<file path="config.mk">
export PLATFORM = sky130hd
export DESIGN_NAME = writeback_buffer
export DESIGN_NICKNAME = d
export VERILOG_FILES = /design/src/rtl/writeback_buffer.sv
export SDC_FILE = /design/constraint.sdc
export NUM_CORES = 1
export LEC_CHECK = 0
export ABC_AREA = 1
export CORE_ASPECT_RATIO = 0.5
export CORE_UTILIZATION = 37
export DETAILED_ROUTE_END_ITERATION = 8
export PLACE_DENSITY = 0.59
export SETUP_SLACK_MARGIN = 0.02
export SYNTH_ARGS = -nofsm -noshare
export SYNTH_HDL_FRONTEND = slang
export SYNTH_SLANG_ARGS = --single-unit
</file>
<file path="constraint.sdc">
create_clock -name clk -period 13 [get_ports clk]
set_input_delay 1.95 -clock clk [delete_from_list [all_inputs] [get_ports clk]]
set_output_delay 1.95 -clock clk [all_outputs]
set_load 0.1 [all_outputs]
</file>
<file path="src/rtl/writeback_buffer.sv">
// Posted-write buffer between a cache and main memory: writes retire into a FIFO and drain
// in the background; read misses bypass queued writes. Define WB_FORWARD_EN to forward read hits.
module writeback_buffer #(
  parameter int DATA_WIDTH = 32,
  parameter int ADDR_WIDTH = 32,
  parameter int DEPTH      = 4
) (
  input  logic                    clk,
  input  logic                    reset,
  input  logic                    mem_read,
  input  logic                    mem_write,
  input  logic [ADDR_WIDTH-1:0]   mem_address,
  input  logic [DATA_WIDTH-1:0]   mem_write_data,
  output logic [DATA_WIDTH-1:0]   mem_read_data,
  output logic                    mem_ready,
  output logic                    dram_read,
  output logic                    dram_write,
  output logic [ADDR_WIDTH-1:0]   dram_address,
  output logic [DATA_WIDTH-1:0]   dram_write_data,
  input  logic [DATA_WIDTH-1:0]   dram_read_data,
  input  logic                    dram_ready,
  output logic [$clog2(DEPTH):0]  wb_count
);

  localparam int PTR_W = $clog2(DEPTH);
  localparam int CNT_W = PTR_W + 1;

  localparam logic [1:0] IDLE  = 2'd0;
  localparam logic [1:0] DRAIN = 2'd1;
  localparam logic [1:0] READ  = 2'd2;
  localparam logic [1:0] RESP  = 2'd3;

  logic [1:0]            state;
  logic [PTR_W-1:0]      head;
  logic [PTR_W-1:0]      tail;
  logic [ADDR_WIDTH-1:0] addr_mem [DEPTH];
  logic [DATA_WIDTH-1:0] data_mem [DEPTH];

  logic                  hit;
  logic [PTR_W-1:0]      idx;
`ifdef WB_FORWARD_EN
  logic [DATA_WIDTH-1:0] hit_data;
  logic                  fwd;
`endif
  logic                  req_free;
  logic                  full;
  logic                  enq;
  logic                  deq;
  logic                  rd_pend;
  logic                  read_elig;

  // Scan oldest to newest so the last match is the youngest entry for that address.
  always_comb begin
    hit = 1'b0;
    idx = '0;
`ifdef WB_FORWARD_EN
    hit_data = '0;
`endif
    for (int i = 0; i < DEPTH; i++) begin
      idx = head + PTR_W'(i);
      if ((CNT_W'(i) < wb_count) && (addr_mem[idx] == mem_address)) begin
        hit = 1'b1;
`ifdef WB_FORWARD_EN
        hit_data = data_mem[idx];
`endif
      end
    end
  end

  // A request is never taken in the cycle its predecessor completes.
  assign req_free  = !mem_ready;
  assign full      = (wb_count == CNT_W'(DEPTH));
  assign enq       = mem_write && req_free && !full;
  assign deq       = (state == DRAIN) && dram_ready;
  assign rd_pend   = mem_read && req_free;
  assign read_elig = rd_pend && !hit && !full;
`ifdef WB_FORWARD_EN
  assign fwd       = rd_pend && hit && (state != READ) && (state != RESP);
`endif

  always_ff @(posedge clk) begin
    if (reset) begin
      state           <= IDLE;
      head            <= '0;
      tail            <= '0;
      wb_count        <= '0;
      mem_ready       <= 1'b0;
      mem_read_data   <= '0;
      dram_read       <= 1'b0;
      dram_write      <= 1'b0;
      dram_address    <= '0;
      dram_write_data <= '0;
    end else begin
      mem_ready <= 1'b0;

      if (enq) begin
        addr_mem[tail] <= mem_address;
        data_mem[tail] <= mem_write_data;
        tail           <= tail + PTR_W'(1);
        mem_ready      <= 1'b1;
      end
      if (deq) begin
        head <= head + PTR_W'(1);
      end
      wb_count <= wb_count + CNT_W'(enq) - CNT_W'(deq);

`ifdef WB_FORWARD_EN
      if (fwd) begin
        mem_ready     <= 1'b1;
        mem_read_data <= hit_data;
      end
`endif

      case (state)
        IDLE: begin
          if (read_elig) begin
            state        <= READ;
            dram_read    <= 1'b1;
            dram_address <= mem_address;
          end else if (wb_count != '0) begin
            state           <= DRAIN;
            dram_write      <= 1'b1;
            dram_address    <= addr_mem[head];
            dram_write_data <= data_mem[head];
          end
        end
        DRAIN: begin
          if (dram_ready) begin
            dram_write <= 1'b0;
            state      <= IDLE;
          end
        end
        READ: begin
          if (dram_ready) begin
            dram_read     <= 1'b0;
            mem_read_data <= dram_read_data;
            mem_ready     <= 1'b1;
            state         <= RESP;
          end
        end
        RESP: begin
          state <= IDLE;
        end
        default: begin
          state <= IDLE;
        end
      endcase
    end
  end

endmodule

</file>
Fig. 1: clock nets
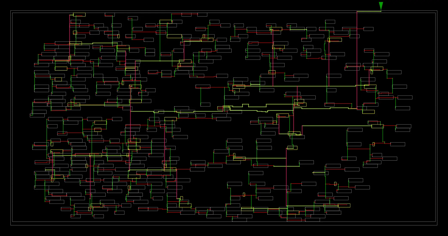
count of clock-net buffers in the final layout: 54
post-route clock skew: 18.7 ps

Fig. 2: M3 wires
Drawn at 2 px/um. Cells faint in the background.
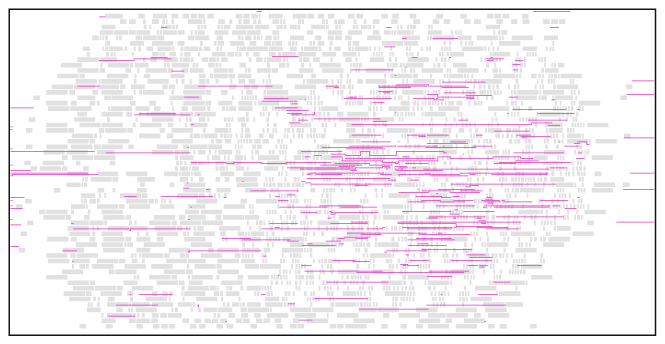
longest straight run = 89.9 um
share of all routed wire = 6.8%
total wirelength of the detailed-routed design: 60600 um
routed via count: 16900

==> run_results.csv <==
group,metric,value,unit
status,status,"finished, final reports clean",
routing,route.detailed.drc,0,
pwr,power.share.switching,47.8,%
floorplan,die_span_in_x,322,um
pwr,static-leakage-power,9.57,nW
placed_design,preCtsSetupSlack,7470,ps
placed_design,dp.cells,3242,
routing,ant_nets,0,
pwr,clk-power,1.06,mW
floorplan,die_height,162,um
synth,synth-seq-cells,366,
min_path,hold_path_end,"mem_read_data[26]$_SDFFE_PP0P_",
sta,report.final.slew_viol_count,0,
synth,yosysChipArea,19000,um^2
synth,synth_largest_type_area_fraction,40.5,%
routing,drtIter0Drc,1538,
grt,grt.busiest_layer,"met2",
placed_design,io_buffers,202,
finish,num-nonclk-inverters,165,
grt,grt_total_ovfl,0,
finish,finalCoreUtilization,45.0,%
routing,routed_wl_per_cell,18.3,um
setup_path,crit_buf_inv,4,
finish,mostFrequentLayoutCells,"sky130_fd_sc_hd__nand2_1 (1038), sky130_fd_sc_hd__edfxtp_1 (256), sky130_fd_sc_hd__nand3_1 (242)",
finish,flop_area,9900,um^2
grt,grt_start_max_net_pins,80,
pwr,clock_power_share,20.9,%
finish,clk_share,5.14,%
finish,final_nets,2700,
sta,worst_hold_slack,442,ps
run,openroad.warnings,30,
pwr,fraction_of_power_consumed_by_combinational_cells,49.5,%
synth,ys.warnings.count,0,
finish,buffers_excl_clock,225,
sta,maxSlewHeadroom,27.1,%
sta,setup_total_negative_slack,0,ps
floorplan,floorplanUtilization,37.7,%
setup_path,crit_chain,"inv_2 -> buf_4 -> nand2_1 -> nand2_2 -> buf_4 -> nand2_1 -> nand2_1 -> nand2_1 -> nand2_1 -> nand3_1 -> nor2_1 -> nand2_1 -> nor2_1 -> nand2_1 -> nand2_1 -> nand2_2 -> nand3_2 -> buf_4 -> nand3_1 -> nand2_1 -> nor2_1 -> nor2_1",
setup_path,worstSetupStartpoint,"head[0]$_SDFFE_PP0P_",
routing,route.detailed.vias_per_inst,5.10,
floorplan,ios,203,
synth,synthXorXnorAreaFrac,0.969,%
synth,ys_top_cells_by_count,"sky130_fd_sc_hd__nand2_1 (1038), sky130_fd_sc_hd__edfxtp_1 (256), sky130_fd_sc_hd__nand3_1 (243)",
setup_path,crit_path_end_kind,"flop",
finish,combGateArea,7950,um^2
Fig. 3: metal 4
Drawn at 1.5 px/um. Supply wires on this layer in gray. Cells faint in the background.
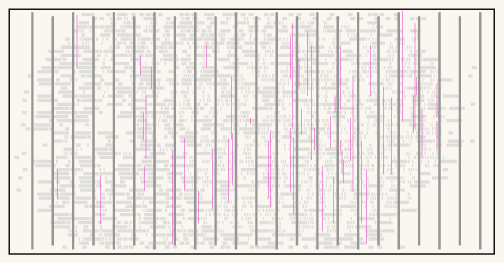
longest straight run = 76.8 um
share of all routed wire = 2.8%
wire length on this layer = 1720 um

Fig. 4: layout detail
Window x 217 to 267, y 97 to 147 um. Cells in gray, sequential cells in the stronger gray; small squares are vias.
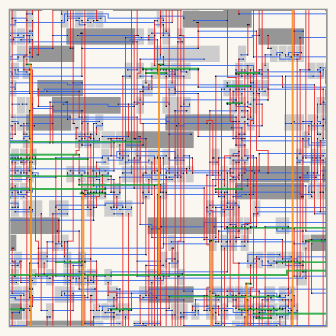
metal 4 -> orange
metal 3 -> green
metal 1 -> blue
metal 2 -> red
sequential cells in the window = 14
most frequent = nand2_1 (96), nand3_1 (25), nor2_1 (20)
cells with their middle in the window = 199
netlist names of flops here include = addr_mem (9), dram_address (5)

Power is estimated from default activity; no workload was simulated.
